Figure 1. Routed clock nets over the placement (run 1).
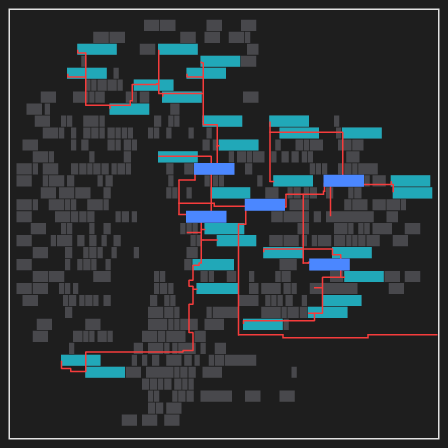
Figure 2. Signal metal coverage by tile (run 1).
19 x 19 tiles, from dark blue (low) to red (high), scaled to the fullest tile. Values are wire area over tile area, all layers added.
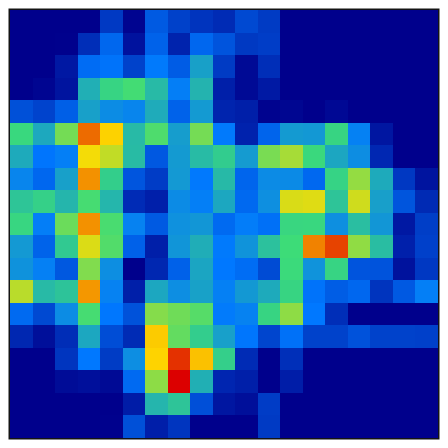
Figure 3. Cells by drive strength (run 1).
Scale bar: 20 um.
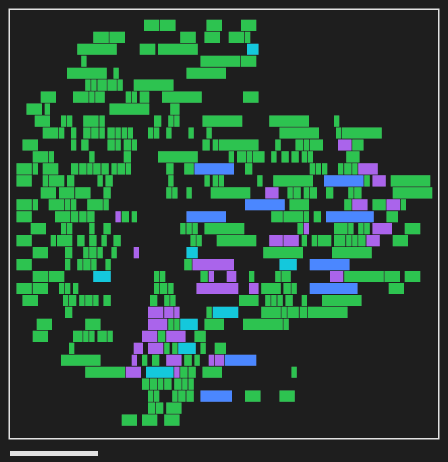
### config.mk
export PLATFORM = sky130hd
export DESIGN_NAME = tx_arbiter
export DESIGN_NICKNAME = d
export VERILOG_FILES = /design/src/rtl/tx_arbiter.sv
export SDC_FILE = /design/constraint.sdc
export NUM_CORES = 1
export LEC_CHECK = 0
export ABC_AREA = 1
export CAP_MARGIN = 20
export CORE_UTILIZATION = 25
export CTS_BUF_LIST = sky130_fd_sc_hd__clkbuf_16
export DETAILED_ROUTE_END_ITERATION = 7
export PLACE_DENSITY_LB_ADDON = 0.2
export SLEW_MARGIN = 20
export SYNTH_ARGS = -nofsm -noshare
export SYNTH_HDL_FRONTEND = slang
export SYNTH_SLANG_ARGS = --single-unit
### constraint.sdc
create_clock -name clk -period 4.5 [get_ports clk]
set_input_delay 0.9 -clock clk [delete_from_list [all_inputs] [get_ports clk]]
set_output_delay 0.9 -clock clk [all_outputs]
set_load 0.03 [all_outputs]
### src/rtl/tx_arbiter.sv
// tx_arbiter: round-robin arbiter that feeds one byte at a time from NREQ
// requesters into a UART transmitter. It hands the byte over with a send
// strobe, waits for the transmitter to report busy, then waits for busy to
// clear. A watchdog abandons a byte whose busy handshake never starts.
module tx_arbiter #(
    parameter int NREQ    = 4,
    parameter int TIMEOUT = 1023
) (
    input  logic                clk,
    input  logic                rst,
    input  logic [NREQ-1:0]     req,
    input  logic [8*NREQ-1:0]   data,
    output logic [NREQ-1:0]     ack,
    output logic                tx_send,
    output logic [7:0]          tx_din,
    input  logic                tx_busy,
    output logic [2:0]          grant_id,
    output logic                active,
    output logic                timeout_err
);

    localparam logic [1:0] ST_IDLE    = 2'd0;
    localparam logic [1:0] ST_SEND    = 2'd1;
    localparam logic [1:0] ST_WAIT_HI = 2'd2;
    localparam logic [1:0] ST_WAIT_LO = 2'd3;

    // Watchdog value seen during the last allowed cycle of send strobing.
    localparam logic [9:0] WDOG_LAST = 10'(TIMEOUT - 1);
    localparam logic [2:0] LAST_IDX  = 3'(NREQ - 1);

    logic [1:0]      state_q, state_d;
    logic [2:0]      last_grant_q, last_grant_d;
    logic [9:0]      wdog_q, wdog_d;
    logic [7:0]      tx_din_q, tx_din_d;
    logic [2:0]      grant_q, grant_d;
    logic [NREQ-1:0] ack_q, ack_d;
    logic            err_q, err_d;

    // Requests and bytes padded to 8 lanes so a 3-bit index always fits.
    logic [7:0]      req_pad;
    logic [7:0]      byte_pad [8];
    logic [NREQ-1:0] win_onehot;
    logic            rr_found;
    logic [2:0]      rr_winner;

    genvar gi;
    generate
        for (gi = 0; gi < 8; gi++) begin : g_lane
            if (gi < NREQ) begin : g_used
                assign req_pad[gi]  = req[gi];
                assign byte_pad[gi] = data[8*gi +: 8];
            end else begin : g_unused
                assign req_pad[gi]  = 1'b0;
                assign byte_pad[gi] = 8'h00;
            end
        end
        for (gi = 0; gi < NREQ; gi++) begin : g_win
            assign win_onehot[gi] = (rr_winner == 3'(gi));
        end
    endgenerate

    // Round-robin search: start just after the last grant, wrap upward.
    always_comb begin
        logic [2:0] cand;
        rr_found  = 1'b0;
        rr_winner = last_grant_q;
        cand      = (last_grant_q == LAST_IDX) ? 3'd0 : last_grant_q + 3'd1;
        for (int k = 0; k < NREQ; k++) begin
            if (!rr_found && req_pad[cand]) begin
                rr_found  = 1'b1;
                rr_winner = cand;
            end
            cand = (cand == LAST_IDX) ? 3'd0 : cand + 3'd1;
        end
    end

    // Next-state logic for the grant / send / busy handshake sequence.
    always_comb begin
        state_d      = state_q;
        last_grant_d = last_grant_q;
        wdog_d       = wdog_q;
        tx_din_d     = tx_din_q;
        grant_d      = grant_q;
        ack_d        = '0;
        err_d        = err_q;
        case (state_q)
            ST_IDLE: begin
                if (rr_found && !tx_busy) begin
                    state_d      = ST_SEND;
                    tx_din_d     = byte_pad[rr_winner];
                    grant_d      = rr_winner;
                    last_grant_d = rr_winner;
                    ack_d        = win_onehot;
                    wdog_d       = '0;
                end
            end
            ST_SEND, ST_WAIT_HI: begin
                if (tx_busy) begin
                    state_d = ST_WAIT_LO;
                end else if (wdog_q == WDOG_LAST) begin
                    // Transmitter never answered: drop the byte; the
                    // requester has already lost its turn via last_grant.
                    err_d   = 1'b1;
                    state_d = ST_IDLE;
                end else begin
                    wdog_d  = wdog_q + 10'd1;
                    state_d = ST_WAIT_HI;
                end
            end
            ST_WAIT_LO: begin
                if (!tx_busy) begin
                    state_d = ST_IDLE;
                end
            end
            default: state_d = ST_IDLE;
        endcase
    end

    // State registers; reset abandons any byte in flight.
    always_ff @(posedge clk or posedge rst) begin
        if (rst) begin
            state_q      <= ST_IDLE;
            last_grant_q <= LAST_IDX;
            wdog_q       <= '0;
            tx_din_q     <= '0;
            grant_q      <= '0;
            ack_q        <= '0;
            err_q        <= 1'b0;
        end else begin
            state_q      <= state_d;
            last_grant_q <= last_grant_d;
            wdog_q       <= wdog_d;
            tx_din_q     <= tx_din_d;
            grant_q      <= grant_d;
            ack_q        <= ack_d;
            err_q        <= err_d;
        end
    end

    assign tx_send     = (state_q == ST_SEND) || (state_q == ST_WAIT_HI);
    assign active      = (state_q != ST_IDLE);
    assign tx_din      = tx_din_q;
    assign grant_id    = grant_q;
    assign ack         = ack_q;
    assign timeout_err = err_q;

endmodule

==> metrics.cfg, run 1 <==
[worst_setup_path]
r2r.worst_path.cells=17
arrival_time_at_the_worst_endpoint_ps=3200
critical_path_class=register to register
rr_endpoint=wdog_q[3]
worstPathRequired_ps=4650
critPathCapture=wdog_q[3]
setup.worst_path.start_class=register
worst_setup_path_startpoint=last_grant_q[1]
critPathCaptureType=register
worstReg2RegStart=last_grant_q[1]
crit_fanout=13

[yosys]
synthXorXnorAreaFrac=0.01542
ys.flops=30
simple_gate_share=0.4323
yosys_area_mm2=0.002272
seq_area_frac_synth=0.3315
post_synth_inst_count=309
post-synth-top-area-fraction=0.3084
synth-edff-count=0
netlist.top_cell.by_instances=sky130_fd_sc_hd__nand2_1
synth.top_cells.by_area=sky130_fd_sc_hd__dfrtp_1, sky130_fd_sc_hd__nand2_1, sky130_fd_sc_hd__nand3_1
synthAdderAreaFrac=0.03855
synth.logic.top_family=simple AND/OR/NAND/NOR gates
synth.cellmix.compoundShare=0.06333
synth.area.mux_share=0
asyncSetResetFlopFracSynth=1.000
syn_avg_cell_area_um2=7.353
ys_top_cells_by_count=sky130_fd_sc_hd__nand2_1, sky130_fd_sc_hd__nand3_1, sky130_fd_sc_hd__inv_1
yosys_warnings=0
top_area_cell=sky130_fd_sc_hd__dfrtp_1
syn-cell-area_mm2=0.002272
synth_stat.cells=309
syn_nets=355
synth-main-ff-cell=sky130_fd_sc_hd__dfrtp_1
synth.lib_cells_used.distinct=36

[global_routing]
grt_antenna_before_repair=0
grt_pass1_vias=2064
grt_overflow=0
largest_net_degree_at_the_start_of_global_routing=31
grt_first_pass_wirelength_um=9673

[final_layout]
utilization=0.3538
design.final.nets=410
largest_register_ffs=10
mostFrequentLayoutCells=sky130_fd_sc_hd__nand2_1, sky130_fd_sc_hd__clkdlybuf4s50_1, sky130_fd_sc_hd__nand3_1
antennaDiodeCount=0
layout_top_cell=sky130_fd_sc_hd__nand2_1
register_with_the_highest_flop_count=wdog_q
instances_no_fill=473
final_layout_size_suffix_gt1_frac=0.1370

[clock_tree]
clock_tree_from_tritoncts=yes
clock_sinks=30
clock_tree.buffer_depth=2
cts_resized=0
cts.clk_slew.worst_paths_ps=50
htree_levels=2
cts.hold.buffers_added=0
cts_made_buffers=5
post-cts-setup-buffer-count=0
clockRootBuffer=sky130_fd_sc_hd__clkbuf_16

[drt]
drtIter0Drc=61
drtAntennaViolNets=0
dr.pass1.iters=4
vias_per_cell=4.440
detail_route.drc_violations=0

[sta]
max-slew-margin-rel=0.6145
fmaxAchievable_ghz=0.3280
period_needed_ps=3048
rsz_0062_raised_after_global_routing=no
timing_hold_violations_final=0
final_max_slew_viol_count=0
min_period_over_period=0.6774
timing.hold.ws_ps=476.1
worst_slew_pin_slew_ps=570.3

[floorplan]
die_width_um=97.34
coreArea_mm2=0.008763
initCoreUtil=0.2593
fp-row-count=34
die_height_um=97.34
top_level_ports=57
die-area_mm2=0.009474

[run]
max-cap-violations=0
openroad.warnings=29

[hold_path]
timing.hold.worst_endpoint=timeout_err
hold_start=timeout_err
min_delay_path_depth=1

[run_status]
status=completed

[place]
place.gp.congestion=0.7990
post-dp-hpwl_um=4280
placement.setup.worst_slack_ps=1384
postPlaceCellArea_mm2=0.002912
place.detailed.instances=465

-- Figure 1 (at the start) --
legend:
  cyan:
    item: flip-flops
    count: 30
  red:
    item: clock wires
    length: 486 um
  blue:
    item: clock drivers
    count: 5
routed clock nets: 6
worst-skew pair later-pin latency: 270 ps
clock tree skew after final layout: 4.915 ps

-- Figure 2 (at the start) --
emptiest ninth of the die: north-east
fullest tile: 0.43
mean over tiles: 0.094
densest ninth of the die: west
nearly empty tiles: 28%
tiles over half the peak: 11%
average wire length per cell after detail routing: 11.69 um
Vias: 2100
drt total wl: 5529 um

-- Figure 3 (at the start) --
legend:
  cyan:
    size: _3 and _4 cells
    cells: 8
    share: 2.2%
    most_used: nand2_4
  purple:
    size: _2 cells
    cells: 33
    share: 9.0%
    most_used: inv_2
  green:
    size: _0 and _1 cells
    cells: 315
    share: 86%
    most_used: nand2_1
  blue:
    size: _6 and larger
    cells: 9
    share: 2.5%
    most_used: clkbuf_16
layout overhead on the synthesized area: 36.45%
number of non-clock buffers: 58
smallest setup slack after layout: 1452 ps
final instance area: 0.003100 mm2

[run 1: final cells by class]
class	count	area, um2
fill	927	5663
sequential	30	753.2
inverter	53	198.9
clock buffer	5	125.1
tap	108	135.1
multi-input combinational	216	1249
clock inverter	3	63.81
timing repair buffer	58	575.6
[run 1: routing by layer]
metal  share of wire  track usage  wire length [um]  vias to the layer above
li1                -            -                 -                     1083
met1            0.46       0.1648              2570                      945
met2            0.45       0.2026              2508                       66
met3           0.069      0.03597               384                        6
met4           0.012      0.03167                65                        0
met5               0            0                 0                        -
[run 1: worst max-delay path, stage by stage, from the launching register on]
cell and delay, ps:
sky130_fd_sc_hd__dfstp_2 550, sky130_fd_sc_hd__ha_1 270, sky130_fd_sc_hd__nand2_8 110, sky130_fd_sc_hd__nand2_4 100, sky130_fd_sc_hd__inv_2 60, sky130_fd_sc_hd__ha_1 310, sky130_fd_sc_hd__inv_1 100, sky130_fd_sc_hd__nand3_1 120
sky130_fd_sc_hd__nand3_2 110, sky130_fd_sc_hd__nand2_1 100, sky130_fd_sc_hd__inv_2 50, sky130_fd_sc_hd__nand2_2 70, sky130_fd_sc_hd__o21ai_4 60, sky130_fd_sc_hd__nor2_2 380, sky130_fd_sc_hd__inv_1 180, sky130_fd_sc_hd__or2_1 260
sky130_fd_sc_hd__nand2_1 70, sky130_fd_sc_hd__a21oi_1 40
## Run 2: what changed since run 1
- clock period: 4.5 -> 2.8 ns (I/O delays scaled with it)
Figure 4. Where the registers sit (run 2).
Scale bar: 20 um. Other sequential cells in the stronger grey, the rest of the logic in the fainter grey.
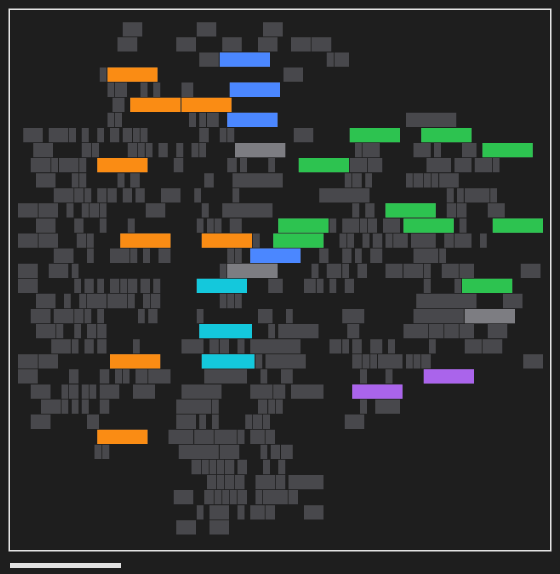
legend:
  cyan:
    signal: `last_grant_q`
    sequential_cells: 3
  purple:
    signal: `state_q`
    sequential_cells: 2
  orange:
    signal: `tx_din`
    sequential_cells: 8
  blue:
    signal: `ack`
    sequential_cells: 4
    where: north
  green:
    signal: `wdog_q`
    sequential_cells: 10
not coloured: 3
Seq/total area: 0.2361

==> run 2 against run 1 <==
Global-route usage grew 0.24 points. Setup slack worse by 1300 ps. Clock skew grew 2.7 ps. Cell count up 1.5%. Flip-flop count did not move.
==> metrics.cfg, run 2 <==
[final_layout]
final_area_mm2=0.003191  ; was 0.003100 mm2
largest_register_ffs=10  ; unchanged
instances_no_fill=480  ; was 473
register_with_the_highest_flop_count=wdog_q  ; unchanged
syn_to_final_growth_pct=40.42  ; was 36.45%
utilization=0.3641  ; was 0.3538
final_layout_size_suffix_gt1_frac=0.1532  ; was 0.1370
antennaDiodeCount=0  ; unchanged
mostFrequentLayoutCells=sky130_fd_sc_hd__nand2_1, sky130_fd_sc_hd__clkdlybuf4s50_1, sky130_fd_sc_hd__nand3_1  ; unchanged
design.final.nets=417  ; was 410
layout_top_cell=sky130_fd_sc_hd__nand2_1  ; unchanged

[worst_setup_path]
crit_path_max_incr_delay_ps=560  ; was 550 ps
slowest_stage=sky130_fd_sc_hd__dfstp_2  ; unchanged
worstReg2RegStart=last_grant_q[0]  ; was last_grant_q[1]
r2r.worst_path.cells=17  ; unchanged
worst_path_cell_chain=ha_4, nand2_8, nand2_4, inv_2, ha_1, inv_1, nand3_1, nand3_2, nand2_1, inv_2, nand2_2, o21ai_4, nor2_2, buf_12, or2_0, nand2_1, inv_1  ; was ha_1, nand2_8, nand2_4, inv_2, ha_1, inv_1, nand3_1, nand3_2, nand2_1, inv_2, nand2_2, o21ai_4, nor2_2, inv_1, or2_1, nand2_1, a21oi_1
critPathCaptureType=register  ; unchanged
arrival_time_at_the_worst_endpoint_ps=2790  ; was 3200 ps
worstPathRequired_ps=2970  ; was 4650 ps
critical_path_class=register to register  ; unchanged
crit_fanout=20  ; was 13
setup.worst_path.start_class=register  ; unchanged
rr_endpoint=tx_din[7]  ; was wdog_q[3]

[drt]
wl_um=5594  ; was 5529 um
post_drt_wl_per_cell_um=11.65  ; was 11.69 um
num_vias=2106  ; was 2100
detail_route.drc_violations=0  ; unchanged
dr.pass1.iters=5  ; was 4
vias_per_cell=4.388  ; was 4.440
drtIter0Drc=47  ; was 61
drtAntennaViolNets=0  ; unchanged

[hold_path]
min_delay_path_depth=2  ; was 1
timing.hold.worst_endpoint=grant_id[1]  ; was timeout_err
min_path_type=register to register  ; unchanged
hold_start=grant_id[1]  ; was timeout_err

[sta]
setup_ws_ps=175.7  ; was 1452 ps
period_needed_ps=2624  ; was 3048 ps
finClkSkew_ps=7.663  ; was 4.915 ps
min_period_over_period=0.9372  ; was 0.6774
worst_slew_pin_slew_ps=395.7  ; was 570.3 ps
totalNegativeSetupSlack_ps=0  ; unchanged
report.final.setup_viol=0  ; unchanged
max-slew-margin-rel=0.7362  ; was 0.6145
fmaxAchievable_ghz=0.3811  ; was 0.3280 GHz
final_max_slew_viol_count=0  ; unchanged
timing_hold_violations_final=0  ; unchanged

[global_routing]
grt_pass1_vias=2100  ; was 2064
grt_overflow=0  ; unchanged
grt_antenna_before_repair=0  ; unchanged
track_usage=0.1279  ; was 0.1255
largest_net_degree_at_the_start_of_global_routing=31  ; unchanged
grt_first_pass_wirelength_um=9832  ; was 9673 um

[yosys]
top_area_cell=sky130_fd_sc_hd__dfrtp_1  ; unchanged
seq_area_frac_synth=0.3315  ; unchanged
ys_top_cells_by_count=sky130_fd_sc_hd__nand2_1, sky130_fd_sc_hd__nand3_1, sky130_fd_sc_hd__inv_1  ; unchanged
syn_nets=355  ; unchanged
post_synth_inst_count=309  ; unchanged
synth.top_cells.by_area=sky130_fd_sc_hd__dfrtp_1, sky130_fd_sc_hd__nand2_1, sky130_fd_sc_hd__nand3_1  ; unchanged
yosys_warnings=0  ; unchanged
synth_stat.cells=309  ; unchanged
netlist.top_cell.by_instances=sky130_fd_sc_hd__nand2_1  ; unchanged
post-synth-top-area-fraction=0.3084  ; unchanged
syn-cell-area_mm2=0.002272  ; unchanged
synth.lib_cells_used.distinct=36  ; unchanged
ys.flops=30  ; unchanged
asyncSetResetFlopFracSynth=1.000  ; unchanged
synth-edff-count=0  ; unchanged
syn_avg_cell_area_um2=7.353  ; unchanged
yosys_area_mm2=0.002272  ; unchanged
synth-main-ff-cell=sky130_fd_sc_hd__dfrtp_1  ; unchanged

[place]
place.gp.congestion=0.8081  ; was 0.7990
port_buffers=56  ; unchanged
place.detailed.instances=472  ; was 465
post-dp-hpwl_um=4317  ; was 4280 um
placement.setup.worst_slack_ps=87.26  ; was 1384 ps
postPlaceCellArea_mm2=0.002977  ; was 0.002912 mm2

[clock_tree]
clock_tree_from_tritoncts=yes  ; unchanged
clock_sinks=30  ; unchanged
clock_tree.buffer_depth=2  ; unchanged
cts_made_buffers=5  ; unchanged
clockRootBuffer=sky130_fd_sc_hd__clkbuf_16  ; unchanged
post-cts-setup-buffer-count=0  ; unchanged
worst_skew_pair.late_latency_ps=270  ; about the same
cts_resized=0  ; unchanged
cts.hold.buffers_added=0  ; unchanged
htree_levels=2  ; unchanged
cts.clk_slew.worst_paths_ps=50  ; about the same

[floorplan]
fp-row-count=34  ; unchanged
die_width_um=97.34  ; unchanged
initCoreUtil=0.2593  ; unchanged
top_level_ports=57  ; unchanged
coreArea_mm2=0.008763  ; unchanged
die-area_mm2=0.009474  ; unchanged
die_height_um=97.34  ; unchanged

[run_status]
status=completed  ; unchanged

[run]
max-cap-violations=0  ; unchanged
openroad.warnings=29  ; unchanged

-- run 2: layout make-up --
type / instances / area, um2
Multi-Input combinational cell: 216 / 1286
Clock buffer: 5 / 125.1
Tap cell: 108 / 135.1
Timing Repair Buffer: 65 / 651.9
Inverter: 53 / 201.4
Sequential cell: 30 / 753.2
Fill cell: 946 / 5573
Clock inverter: 3 / 37.54
-- run 2: logic make-up after synthesis --
| kind of cell | share of synthesized area |
|---|---|
| flip-flops | 0.3315 |
| AND-OR/OR-AND | 0.06333 |
| adder cells (fa/ha/maj) | 0.03854 |
| buffers and inverters | 0.1189 |
| XOR/XNOR | 0.01542 |
| AND/OR/NAND/NOR | 0.4323 |
-- run 2: layer usage --
layer,wire length (um),global-route usage
met1,2591,0.1644
met3,333,0.03525
met2,2600,0.2037
met5,0,0
met4,69,0.04977
-- run 2: worst max-delay path by stage --
stage,start,endpoint,depth (start not counted)
floorplan,last_grant_q[0],wdog_q[9],18
CTS,last_grant_q[0],wdog_q[7],17
detailed placement,last_grant_q[0],wdog_q[6],17
finish,last_grant_q[0],tx_din[7],17
global placement,last_grant_q[0],tx_din[2],17
global route,last_grant_q[0],tx_din[6],19
-- run 2: worst max-delay path, delay by kind of cell (launching register included) --
kind / cells / cell delay, ps
fa+ha+maj: 2 / 480
buf+inv: 5 / 420
compound gates: 1 / 150
simple gates: 9 / 890
flops: 1 / 560
-- run 2: through the flow --
step,hold slack [ps]
after detailed placement,464.4
final,471.3
after floorplan,451.9
after global placement,452.4
after global routing,513.9
after CTS,477.9
## Run 3: what changed since run 2
- CORE_ASPECT_RATIO: unset -> 1.4
Figure 5. Cells by drive strength (run 3).
Scale bar: 20 um.
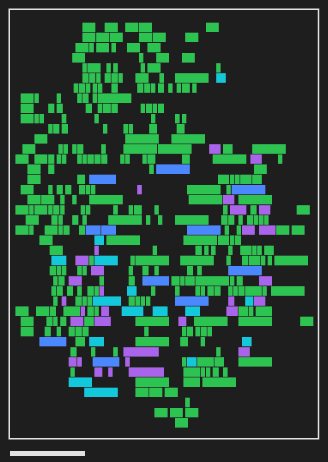
legend:
  cyan:
    size: _3 and _4 cells
    cells: 15
    share: 4.0%
    most_used: buf_4
  blue:
    size: _6 and larger
    cells: 11
    share: 3.0%
    most_used: clkbuf_16
  purple:
    size: _2 cells
    cells: 31
    share: 8.4%
    most_used: inv_2
  green:
    size: _0 and _1 cells
    cells: 314
    share: 85%
    most_used: nand2_1
smallest setup slack after layout: 138.4 ps
final instance area: 0.003156 mm2

==> run 3 against run 2 <==
Clock-buffer cell count stayed put. Die size is essentially flat. Routed wire length rose by 1.6%. Setup slack got worse by 37 ps. Critical path type unchanged.
==> metrics.cfg, run 3 <==
[yosys]
synth_stat.cells=309  ; unchanged
synth-main-ff-cell=sky130_fd_sc_hd__dfrtp_1  ; unchanged
synth.lib_cells_used.distinct=36  ; unchanged
asyncSetResetFlopFracSynth=1.000  ; unchanged
syn-cell-area_mm2=0.002272  ; unchanged
seq_area_frac_synth=0.3315  ; unchanged
syn_avg_cell_area_um2=7.353  ; unchanged
post-synth-top-area-fraction=0.3084  ; unchanged
syn_nets=355  ; unchanged
top_area_cell=sky130_fd_sc_hd__dfrtp_1  ; unchanged
post_synth_inst_count=309  ; unchanged
ys.flops=30  ; unchanged
yosys_warnings=0  ; unchanged
synth-edff-count=0  ; unchanged
yosys_area_mm2=0.002272  ; unchanged
ys_top_cells_by_count=sky130_fd_sc_hd__nand2_1, sky130_fd_sc_hd__nand3_1, sky130_fd_sc_hd__inv_1  ; unchanged
synth.top_cells.by_area=sky130_fd_sc_hd__dfrtp_1, sky130_fd_sc_hd__nand2_1, sky130_fd_sc_hd__nand3_1  ; unchanged
netlist.top_cell.by_instances=sky130_fd_sc_hd__nand2_1  ; unchanged

[floorplan]
coreArea_mm2=0.008708  ; was 0.008763 mm2
die_width_um=82.57  ; was 97.34 um
top_level_ports=57  ; unchanged
die-area_mm2=0.009479  ; was 0.009474 mm2
die_height_um=114.8  ; was 97.34 um
fp-row-count=40  ; was 34
initCoreUtil=0.2609  ; was 0.2593

[clock_tree]
clock_tree.buffer_depth=2  ; unchanged
clock_sinks=30  ; unchanged
worst_skew_pair.late_latency_ps=270  ; about the same
clockRootBuffer=sky130_fd_sc_hd__clkbuf_16  ; unchanged
clock_tree_from_tritoncts=yes  ; unchanged
cts.clk_slew.worst_paths_ps=50  ; about the same
htree_levels=2  ; unchanged
cts_made_buffers=5  ; unchanged

[worst_setup_path]
worstPathRequired_ps=2970  ; about the same
setup.worst_path.start_class=register  ; unchanged
worst_setup_path_startpoint=last_grant_q[0]  ; unchanged
slowest_stage=sky130_fd_sc_hd__dfstp_2  ; unchanged
rr_endpoint=tx_din[3]  ; was tx_din[7]
worstReg2RegStart=last_grant_q[0]  ; unchanged
worst_path_cell_chain=ha_4, nand2_8, nand2_4, inv_2, ha_1, nand3b_1, o21bai_1, nand2_1, nor2_4, buf_4, o21ai_4, nor2_4, buf_12, or2_0, nand2_1, inv_1  ; was ha_4, nand2_8, nand2_4, inv_2, ha_1, inv_1, nand3_1, nand3_2, nand2_1, inv_2, nand2_2, o21ai_4, nor2_2, buf_12, or2_0, nand2_1, inv_1
r2r.worst_path.cells=16  ; was 17
critPathCaptureType=register  ; unchanged
cpLargestDelayFamily=simple AND/OR/NAND/NOR gates  ; unchanged
arrival_time_at_the_worst_endpoint_ps=2830  ; was 2790 ps
crit_fanout=18  ; was 20
critical_path_class=register to register  ; unchanged
crit_path_max_incr_delay_ps=560  ; about the same
worst-path-buf-inv=4  ; was 5

[drt]
wl_um=5681  ; was 5594 um
drtAntennaViolNets=0  ; unchanged
num_vias=2142  ; was 2106
drtIter0Drc=72  ; was 47
post_drt_wl_per_cell_um=11.93  ; was 11.65 um
dr.pass1.iters=4  ; was 5
vias_per_cell=4.500  ; was 4.388
detail_route.drc_violations=0  ; unchanged

[global_routing]
grt_antenna_before_repair=0  ; unchanged
use_met1=0.1570  ; was 0.1644
grt_met3_usage=0.02302  ; was 0.03525
track_usage=0.1307  ; was 0.1279
grt-busiest-layer=met2  ; unchanged
largest_net_degree_at_the_start_of_global_routing=31  ; unchanged
grt_overflow=0  ; unchanged
grt_first_pass_wirelength_um=9535  ; was 9832 um
grt_pass1_vias=2065  ; was 2100
routing_usage_on_met2=0.2353  ; was 0.2037

[final_layout]
design.final.nets=416  ; was 417
antennaDiodeCount=0  ; unchanged
final_layout_size_suffix_gt1_frac=0.1536  ; was 0.1532
utilization=0.3624  ; was 0.3641
mi_logic_area_mm2=0.001291  ; was 0.001286 mm2
syn_to_final_growth_pct=38.88  ; was 40.42%
register_with_the_highest_flop_count=wdog_q  ; unchanged
flop_area_um2=753.2  ; unchanged
largest_register_ffs=10  ; unchanged
tally_of_filler_cells_in_the_layout=952  ; was 946
mostFrequentLayoutCells=sky130_fd_sc_hd__nand2_1, sky130_fd_sc_hd__clkdlybuf4s50_1, sky130_fd_sc_hd__nand3_1  ; unchanged
instances_no_fill=476  ; was 480

[hold_path]
min_delay_path_depth=1  ; was 2
min_path_type=register to register  ; unchanged
hold_start=timeout_err  ; was grant_id[1]
timing.hold.worst_endpoint=timeout_err  ; was grant_id[1]

[place]
place.gp.congestion=0.8123  ; was 0.8081
post-dp-hpwl_um=4472  ; was 4317 um
placement.setup.worst_slack_ps=82.21  ; was 87.26 ps
port_buffers=56  ; unchanged
place.detailed.instances=467  ; was 472

[sta]
fmaxAchievable_ghz=0.3757  ; was 0.3811 GHz
finClkSkew_ps=4.674  ; was 7.663 ps
final_max_slew_viol_count=0  ; unchanged
timing_hold_violations_final=0  ; unchanged
worst_slew_pin_slew_ps=392.5  ; was 395.7 ps
period_needed_ps=2662  ; was 2624 ps
report.final.setup_viol=0  ; unchanged
max-slew-margin-rel=0.7383  ; was 0.7362
totalNegativeSetupSlack_ps=0  ; unchanged
min_period_over_period=0.9506  ; was 0.9372

[run]
max-cap-violations=0  ; unchanged
openroad.warnings=29  ; unchanged

[run_status]
status=completed  ; unchanged

run 3: what timing repair did:
item                                    4_1_cts  5_1_grt
hold buffers                                  0        0
resized                                       0       11
endpoints found under the setup margin        0       24
buffers inserted                              0        1
run 3: worst max-delay path by stage:
stage | endpoint | cells after the start
CTS | wdog_q[3] | 17
finish | tx_din[3] | 16
detailed placement | wdog_q[3] | 17
global placement | tx_din[6] | 17
global route | tx_din[6] | 16
floorplan | wdog_q[9] | 18
run 3: logic make-up (layout without fill, tap and decap cells):
kind of cell,count (synthesis),after routing,synth area share
AND-OR/OR-AND,20,20,0.06333
XOR/XNOR,4,4,0.01542
adder cells (fa/ha/maj),7,7,0.03854
buffers and inverters,63,125,0.1189
flip-flops,30,30,0.3315
AND/OR/NAND/NOR,185,185,0.4323
run 3: final cells by class:
class	count	area share
clock buffers	5	0.03965
clock inverters	3	0.003965
inverters	53	0.06384
multi-input cells	216	0.4092
flip-flops and latches	30	0.2387
well taps	105	0.04163
repair buffers	64	0.2030
run 3: through the flow:
step	hold slack, ps
5_1_grt	522.9
2_1_floorplan	451.9
3_3_place_gp	463.2
3_5_place_dp	483.8
4_1_cts	493.5
6_report	481.5
run 3: metal layers:
layer	vias to the layer above	part of all wire
met3	4	0.035
met2	48	0.54
met1	984	0.42
li1	1106	-
met5	-	0
met4	0	0.0086
